## src/rtl/ra_rd_ecc_sdr_pkg.sv

```systemverilog
// Shared ECC definitions for the read/write-side array ECC: code widths, Hsiao (72,64) H matrix
// columns, check-bit generator and the decoder result record.
package ra_rd_ecc_sdr_pkg;

  localparam int DATA_W = 64;
  localparam int CHK_W  = 8;
  localparam int SYN_W  = CHK_W;
  localparam int CODE_W = DATA_W + CHK_W;
  localparam int ADR_W  = 6;

  typedef struct packed {
    logic [SYN_W-1:0]  syn;
    logic [DATA_W-1:0] dat;
    logic              ce;
    logic              ue;
  } dec_t;

  // Data columns: all 56 weight-3 patterns ascending, then the first 8 weight-5 patterns.
  // Check-bit columns are the unit vectors, so every column has odd weight and is unique.
  function automatic logic [DATA_W*CHK_W-1:0] gen_h_data();
    logic [DATA_W*CHK_W-1:0] h;
    int n;
    int wt;
    h = '0;
    n = 0;
    for (int w = 3; w <= 5; w += 2) begin
      for (int v = 1; v < 256; v++) begin
        wt = 0;
        for (int b = 0; b < 8; b++) wt += (v >> b) & 1;
        if (wt == w && n < DATA_W) begin
          h[n*CHK_W +: CHK_W] = CHK_W'(v);
          n++;
        end
      end
    end
    return h;
  endfunction

  localparam logic [DATA_W*CHK_W-1:0] H_DATA = gen_h_data();

  function automatic logic [CHK_W-1:0] chk_gen(input logic [DATA_W-1:0] d);
    logic [CHK_W-1:0] c;
    c = '0;
    for (int i = 0; i < DATA_W; i++) begin
      if (d[i]) c = c ^ H_DATA[i*CHK_W +: CHK_W];
    end
    return c;
  endfunction

endpackage

```

## src/rtl/ra_ecc_dec.sv

```systemverilog
// Combinational SECDED decoder: 72b codeword -> syndrome, corrected data, CE/UE flags.
module ra_ecc_dec
  import ra_rd_ecc_sdr_pkg::*;
(
  input  logic [CODE_W-1:0] code,
  output dec_t              dec
);

  logic [SYN_W-1:0] syn;
  logic             hit;

  always_comb begin
    syn     = chk_gen(code[DATA_W-1:0]) ^ code[CODE_W-1:DATA_W];
    hit     = $onehot(syn);
    dec.syn = syn;
    dec.dat = code[DATA_W-1:0];
    for (int i = 0; i < DATA_W; i++) begin
      if (syn == H_DATA[i*CHK_W +: CHK_W]) begin
        dec.dat[i] = ~code[i];
        hit        = 1'b1;
      end
    end
    // Any even-weight nonzero syndrome (double error) can never match an odd-weight column.
    dec.ce = hit;
    dec.ue = (syn != '0) && !hit;
  end

endmodule

```

## src/rtl/ra_rd_ecc_sdr.sv

```systemverilog
// Read-port ECC stage: read-valid pipe, SECDED check/correct, error counters, first-error log.
// Define RA_ECC_SCRUB_EN to add the CE scrub-request FSM with write snoop.
module ra_rd_ecc_sdr
  import ra_rd_ecc_sdr_pkg::*;
#(
  parameter int RD_LAT = 1,
  parameter int CNT_W  = 16
) (
  input  logic              clk,
  input  logic              reset,
  input  logic              ecc_en,
  input  logic              rd_enb,
  input  logic [ADR_W-1:0]  rd_adr,
  input  logic [CODE_W-1:0] rd_dat,
  output logic              out_val,
  output logic [DATA_W-1:0] out_dat,
  output logic              out_ce,
  output logic              out_ue,
  input  logic              err_clr,
  output logic [CNT_W-1:0]  ce_cnt,
  output logic [CNT_W-1:0]  ue_cnt,
  output logic              err_vld,
  output logic [ADR_W-1:0]  err_adr,
  output logic [SYN_W-1:0]  err_syn
`ifdef RA_ECC_SCRUB_EN
  ,
  output logic              scr_req,
  output logic [ADR_W-1:0]  scr_adr,
  output logic [CODE_W-1:0] scr_dat,
  input  logic              scr_ack,
  input  logic              wr_enb,
  input  logic [ADR_W-1:0]  wr_adr
`endif
);

  localparam int LAST = RD_LAT - 1;

  function automatic logic [CNT_W-1:0] sat_inc(input logic [CNT_W-1:0] c);
    return (&c) ? c : c + 1'b1;
  endfunction

  // Stage p0: issued read tracked across the array latency
  logic [RD_LAT-1:0] vld_p0;
  logic [ADR_W-1:0]  adr_p0 [RD_LAT];
  dec_t              dec_p0;

  always_ff @(posedge clk) begin
    if (reset) begin
      vld_p0 <= '0;
    end else begin
      vld_p0[0] <= rd_enb;
      for (int i = 1; i < RD_LAT; i++) vld_p0[i] <= vld_p0[i-1];
    end
  end

  always_ff @(posedge clk) begin
    adr_p0[0] <= rd_adr;
    for (int i = 1; i < RD_LAT; i++) adr_p0[i] <= adr_p0[i-1];
  end

  ra_ecc_dec u_dec (
    .code (rd_dat),
    .dec  (dec_p0)
  );

  // Stage p1: registered decode result
  logic [ADR_W-1:0] adr_p1;
  logic [SYN_W-1:0] syn_p1;

  always_ff @(posedge clk) begin
    if (reset) begin
      out_val <= 1'b0;
      out_ce  <= 1'b0;
      out_ue  <= 1'b0;
      out_dat <= '0;
    end else begin
      out_val <= vld_p0[LAST];
      out_ce  <= vld_p0[LAST] & ecc_en & dec_p0.ce;
      out_ue  <= vld_p0[LAST] & ecc_en & dec_p0.ue;
      out_dat <= ecc_en ? dec_p0.dat : rd_dat[DATA_W-1:0];
    end
  end

  always_ff @(posedge clk) begin
    adr_p1 <= adr_p0[LAST];
    syn_p1 <= dec_p0.syn;
  end

  // Stage p2: counters and log track the registered CE/UE outputs
  logic [CNT_W-1:0] ce_base;
  logic [CNT_W-1:0] ue_base;
  logic             err_ev;
  logic             log_ue;

  assign ce_base = err_clr ? '0 : ce_cnt;
  assign ue_base = err_clr ? '0 : ue_cnt;
  assign err_ev  = out_ce | out_ue;

  always_ff @(posedge clk) begin
    if (reset) begin
      ce_cnt <= '0;
      ue_cnt <= '0;
    end else begin
      ce_cnt <= out_ce ? sat_inc(ce_base) : ce_base;
      ue_cnt <= out_ue ? sat_inc(ue_base) : ue_base;
    end
  end

  // A held CE entry may be replaced by one UE; a held UE is final until cleared.
  always_ff @(posedge clk) begin
    if (reset) begin
      err_vld <= 1'b0;
      log_ue  <= 1'b0;
      err_adr <= '0;
      err_syn <= '0;
    end else if (err_clr) begin
      err_vld <= err_ev;
      log_ue  <= out_ue;
      err_adr <= err_ev ? adr_p1 : '0;
      err_syn <= err_ev ? syn_p1 : '0;
    end else if (err_ev && (!err_vld || (out_ue && !log_ue))) begin
      err_vld <= 1'b1;
      log_ue  <= out_ue;
      err_adr <= adr_p1;
      err_syn <= syn_p1;
    end
  end

`ifdef RA_ECC_SCRUB_EN
  localparam logic [0:0] S_IDLE = 1'b0;
  localparam logic [0:0] S_REQ  = 1'b1;

  logic [0:0] scr_st;

  always_ff @(posedge clk) begin
    if (reset) begin
      scr_st <= S_IDLE;
    end else begin
      case (scr_st)
        S_IDLE:  if (out_ce) scr_st <= S_REQ;
        default: if (scr_ack || (wr_enb && wr_adr == scr_adr)) scr_st <= S_IDLE;
      endcase
    end
  end

  // Captured only on entry to REQ, so the request payload stays stable until it retires.
  always_ff @(posedge clk) begin
    if (scr_st == S_IDLE && out_ce) begin
      scr_adr <= adr_p1;
      scr_dat <= {chk_gen(out_dat), out_dat};
    end
  end

  assign scr_req = (scr_st == S_REQ);
`endif

endmodule

```

## config.mk

```make
export PLATFORM = sky130hd
export DESIGN_NAME = ra_rd_ecc_sdr
export DESIGN_NICKNAME = d
export VERILOG_FILES = /design/src/rtl/ra_rd_ecc_sdr_pkg.sv /design/src/rtl/ra_ecc_dec.sv /design/src/rtl/ra_rd_ecc_sdr.sv
export SDC_FILE = /design/constraint.sdc
export NUM_CORES = 1
export LEC_CHECK = 0
export CORE_MARGIN = 3
export CORE_UTILIZATION = 55
export CTS_BUF_LIST = sky130_fd_sc_hd__clkbuf_4
export CTS_CLUSTER_SIZE = 12
export DETAILED_ROUTE_END_ITERATION = 10
export PLACE_DENSITY = 0.95
export SYNTH_ARGS = -nofsm -noshare
export SYNTH_HDL_FRONTEND = slang
export SYNTH_SLANG_ARGS = --single-unit
```

## constraint.sdc

```tcl
create_clock -name clk -period 13 [get_ports clk]
set_input_delay 1.3 -clock clk [delete_from_list [all_inputs] [get_ports clk]]
set_output_delay 1.3 -clock clk [all_outputs]
set_load 0.05 [all_outputs]
```

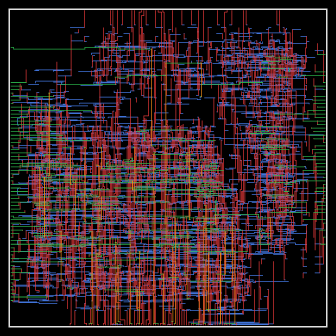
run_1/wires.png
Key: orange = metal 4 [wire length 1000 um]; green = metal 3 [wire length 2310 um]; red = metal 2 [wire length 10900 um]; blue = metal 1 [wire length 8670 um]
via count: 7210
Post-Route WL: 22880 um
WL/cell: 19.21 um
Total Routing Usage GR: 30.79%

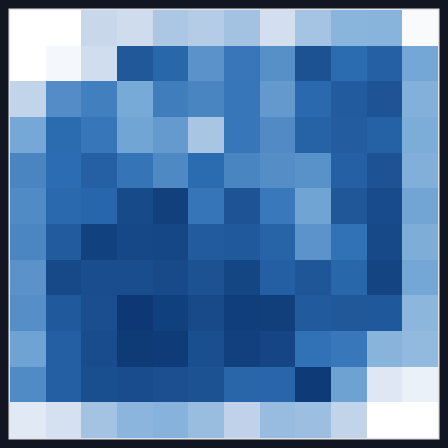
run_1/cell_density.png
12 x 12 tiles, from white (low) to dark blue (high), 0 to 100% covered.
3.5% of the tiles are nearly empty. The mean over all tiles is 64%. 47% of the tiles are over 75% full.
floorplan core density: 57.47%
Layout Utilization: 75.76%
total core area: 12930 um^2

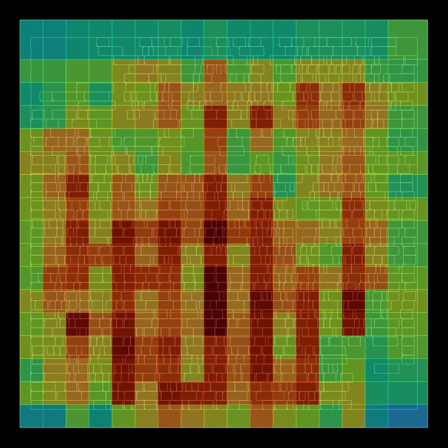
run_1/congestion.png
grt peak-use layer: met2
met2 routing resource usage after global routing: 50.33%
GRT met1 Usage: 37.29%
GR met3 Demand/Resource: 8.571%

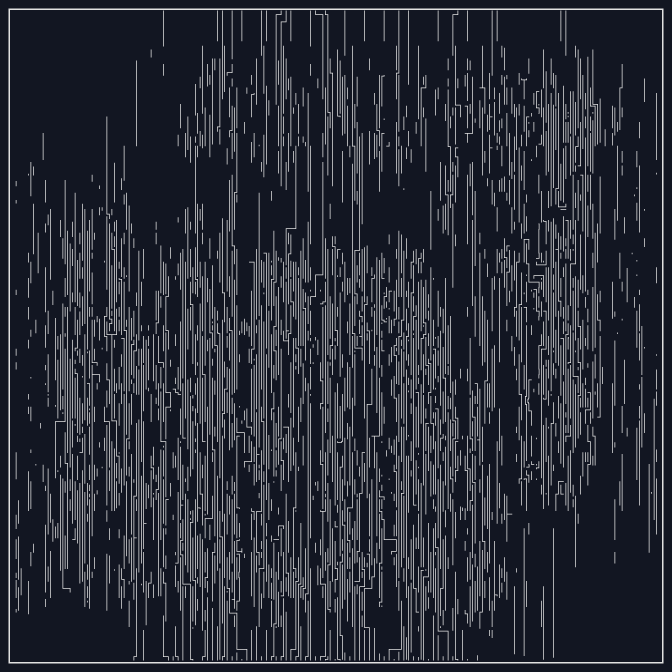
run_1/layer_met2.png
The layer carries 10900 um of wire. 985 nets have wire on it. The longest straight run is 39.4 um. The layer holds 48% of the routed length.

==> changes_impl.md, run 1 <==
### Changed

- Post-Route Skew: 20.57 ps
- Cell class with the largest area share: combinational gates
- Combinational Power: 1.32 mW
- Clock buf/inv share: 3.462%
- Storage cell area: 2723 um^2
- Total tool warning count: 38
- Cell row count: 41
- Fraction of final layout cells sized beyond drive strength 1: 3.631%
- Post-Synth AOI/OAI Area: 14.85%
- Filler instances: 903
- Number of clock buffer instances in the layout: 22
- Area share of xor/xnor cells in the synthesized design: 23.09%
- Remaining global-route overflow: 0
- Number of global-route vias before repair: 7053
- Final RePlAce weighted congestion: 0.9430
- Tightest slew margin relative to the limit: 44.67%
- Combinational fraction of the cell area: 45.99%
- Total power of the final layout: 2.129 mW
- Power group with the highest consumption: combinational cells
- Multi-input combinational cell area: 4504 um^2
- Number of clock sinks: 136
- Synth Warn #: 0
- Setup ws final: 6792 ps
- Relative contribution of combinational cells to total power: 62.1%
- I/O pins: 197
- Post-synthesis mux area share: 0.2695%
- Flops out of synthesis: 136
- Clock-pin transition on the worst setup and hold timing paths: 100 ps
- Buffering overhead: 20.13%
- Part of the total power dissipated in the clock network: 15.7%
- Status: completed
- Number of resized instances in the post-cts repair step: 0
- Most frequent cells after synthesis: sky130_fd_sc_hd__dfxtp_1, sky130_fd_sc_hd__xnor2_1, sky130_fd_sc_hd__a21oi_1
- Register-to-register setup slack: 10400 ps
- Area share of the largest cell type after synthesis: 36.65%
- Syn nets: 940
- Dominant cell by count in the synthesized netlist: sky130_fd_sc_hd__dfxtp_1
- Sequential logic power: 0.472 mW
- Top Registers: out_dat: 64 flops, ce_cnt: 16 flops, ue_cnt: 16 flops
- Int Pwr: 1.119 mW
- Flip-flop and latch count: 136
- Leakage power summed over all cells: 3.512 nW
- Design area: 9794 um^2
- Fmax: 161.1 MHz
- Kind of critical path: in -> reg
- Post-CTS Hold Buffers: 0
- Area figure in the yosys stat output: 7430 um^2
- Worst path bufs/invs: 3
- Mi-comb count: 643
- Hpwl dp: 17090 um
- Met3 Wirelength: 2305 um
- Post-synth area hogs: sky130_fd_sc_hd__dfxtp_1, sky130_fd_sc_hd__xnor2_1, sky130_fd_sc_hd__a21oi_1, sky130_fd_sc_hd__xor2_1, sky130_fd_sc_hd__xnor3_1
- Taps Inserted: 172
- Die area: 14940 um^2
- Worst supply voltage drop on vdd: 0.1877 mV
- Highest metal layer used by the detailed router: met4
- Post-Syn Area: 7430 um^2
- Cell depth of the worst setup path: 17
- Largest register FFs: 64
- Biggest cell delay along the critical path: 570 ps
- Commonest flop: sky130_fd_sc_hd__dfxtp_1
- Root Buffer: sky130_fd_sc_hd__clkbuf_4
- Critical register-to-register path endpoint: ce_cnt[1]
- Number of maximum-capacitance constraint violations: 0
- Top cells excl fill/tap: sky130_fd_sc_hd__clkdlybuf4s50_1, sky130_fd_sc_hd__dfxtp_1, sky130_fd_sc_hd__xnor2_1
run_1/logic_types.png
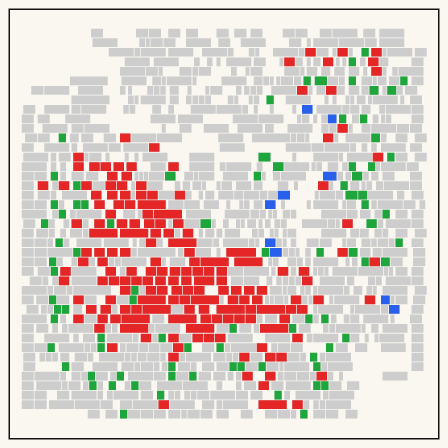

==> run 2, diff against run 1 <==
--- a/config.mk
+++ b/config.mk
@@ -6,11 +6,11 @@
 export NUM_CORES = 1
 export LEC_CHECK = 0
 export CORE_MARGIN = 3
-export CORE_UTILIZATION = 55
+export CORE_UTILIZATION = 51
 export CTS_BUF_LIST = sky130_fd_sc_hd__clkbuf_4
 export CTS_CLUSTER_SIZE = 12
 export DETAILED_ROUTE_END_ITERATION = 10
-export PLACE_DENSITY = 0.95
+export PLACE_DENSITY = 0.94
 export SYNTH_ARGS = -nofsm -noshare
 export SYNTH_HDL_FRONTEND = slang
 export SYNTH_SLANG_ARGS = --single-unit
==> constraint.sdc (replaced) <==
create_clock -name clk -period 6.2 [get_ports clk]
set_input_delay 0.62 -clock clk [delete_from_list [all_inputs] [get_ports clk]]
set_output_delay 0.62 -clock clk [all_outputs]
set_load 0.05 [all_outputs]
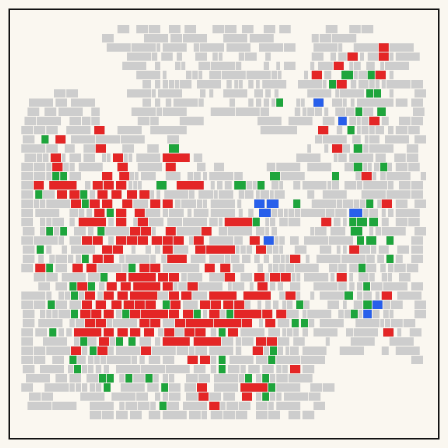
run_2/logic_types.png
Key: red = XOR/XNOR gates [cells 165, most used xnor2_1]; blue = AND-OR and OR-AND gates [cells 9, most used a22o_1]; green = AND and OR gates [cells 84, most used or3_1]

==> changes_impl.md, run 2 <==
### Changed

- Most frequent cells after synthesis: sky130_fd_sc_hd__dfxtp_1, sky130_fd_sc_hd__xnor2_1, sky130_fd_sc_hd__a21oi_1
- Grt peak-use layer: met2
- Number of global-route vias before repair: 6856
- Setup ws final: 773.4 ps
- Post-Route WL: 22600 um
- Clock buf/inv share: 3.305%
- First-pass GRT wire length: 35400 um
- Buffering overhead: 20.27%
- Cell depth of the worst setup path: 17
- Filler instances: 1029
- Root Buffer: sky130_fd_sc_hd__clkbuf_4
- Met3 Wirelength: 2441 um
- Area share of the largest cell type after synthesis: 36.65%
- Area share of xor/xnor cells in the synthesized design: 23.09%
- Tightest slew margin relative to the limit: 51.01%
- Clock-pin transition on the worst setup and hold timing paths: 120 ps
- Register-to-register setup slack: 3700 ps
- Leakage power summed over all cells: 3.509 nW
- Critical register-to-register path endpoint: ue_cnt[1]
- Top Registers: out_dat: 64 flops, ce_cnt: 16 flops, ue_cnt: 16 flops
- Via count: 7067
- Post-synthesis mux area share: 0.2695%
- WL/cell: 18.82 um
- Int Pwr: 2.322 mW
- Kind of critical path: in -> reg
- Taps Inserted: 180
- Final RePlAce weighted congestion: 0.9118
- I/O pins: 197
- Post-Synth AOI/OAI Area: 14.85%
- Number of clock buffer instances in the layout: 20
- Flops out of synthesis: 136
- Combinational fraction of the cell area: 45.94%
- Area figure in the yosys stat output: 7430 um^2
- Total power of the final layout: 4.494 mW
- Worst path bufs/invs: 3
- P per Cell Area: 458.3 nW/um^2
- Post-CTS Hold Buffers: 0
- Avg Vias per Cell: 5.884
- Design area: 9804 um^2
- Remaining global-route overflow: 0
- Post-Route Skew: 14.68 ps
- Commonest flop: sky130_fd_sc_hd__dfxtp_1
- Number of resized instances in the post-cts repair step: 0
- Power group with the highest consumption: combinational cells
- Hpwl dp: 16810 um
- Most frequently placed logic cell in the final layout: sky130_fd_sc_hd__clkdlybuf4s50_1
- GR met3 Demand/Resource: 7.621%
- Met2 routing resource usage after global routing: 45.55%
- Termination of the worst setup path: out_ue
- Floorplan core density: 52.91%
- Multi-input combinational cell area: 4504 um^2
- Power in the clock group: 0.669 mW
- Synth Warn #: 0
- Largest register FFs: 64
- Number of antenna violations at the first check in global routing: 0
- Cell class with the largest area share: combinational gates
- Post-synth area hogs: sky130_fd_sc_hd__dfxtp_1, sky130_fd_sc_hd__xnor2_1, sky130_fd_sc_hd__a21oi_1, sky130_fd_sc_hd__xor2_1, sky130_fd_sc_hd__xnor3_1
- GRT met1 Usage: 34.04%
- Fmax: 184.3 MHz
- Dominant cell by count in the synthesized netlist: sky130_fd_sc_hd__dfxtp_1
- Relative contribution of combinational cells to total power: 63.1%
- Sequential logic power: 0.991 mW
- Mi-comb count: 643
- Worst supply voltage drop on vdd: 0.3827 mV
- Number of maximum-capacitance constraint violations: 0
- Combinational Power: 2.83 mW
- Total Routing Usage GR: 27.70%
- Post-Syn Area: 7430 um^2
- Total core area: 14040 um^2
- Cell row count: 43
- Status: completed
- Storage cell area: 2723 um^2
- Layout Utilization: 69.82%
- Highest net fanout along the worst path: 6
- Syn nets: 940
- Hold path startpoint: adr_p0[0][3]
- Top cells excl fill/tap: sky130_fd_sc_hd__clkdlybuf4s50_1, sky130_fd_sc_hd__dfxtp_1, sky130_fd_sc_hd__xnor2_1
- Number of clock sinks: 136
- Fraction of final layout cells sized beyond drive strength 1: 4.016%
- Flip-flop and latch count: 136
- Total tool warning count: 38
- Die area: 16050 um^2
No activity file was given, so power comes from the tool's default toggle rates.
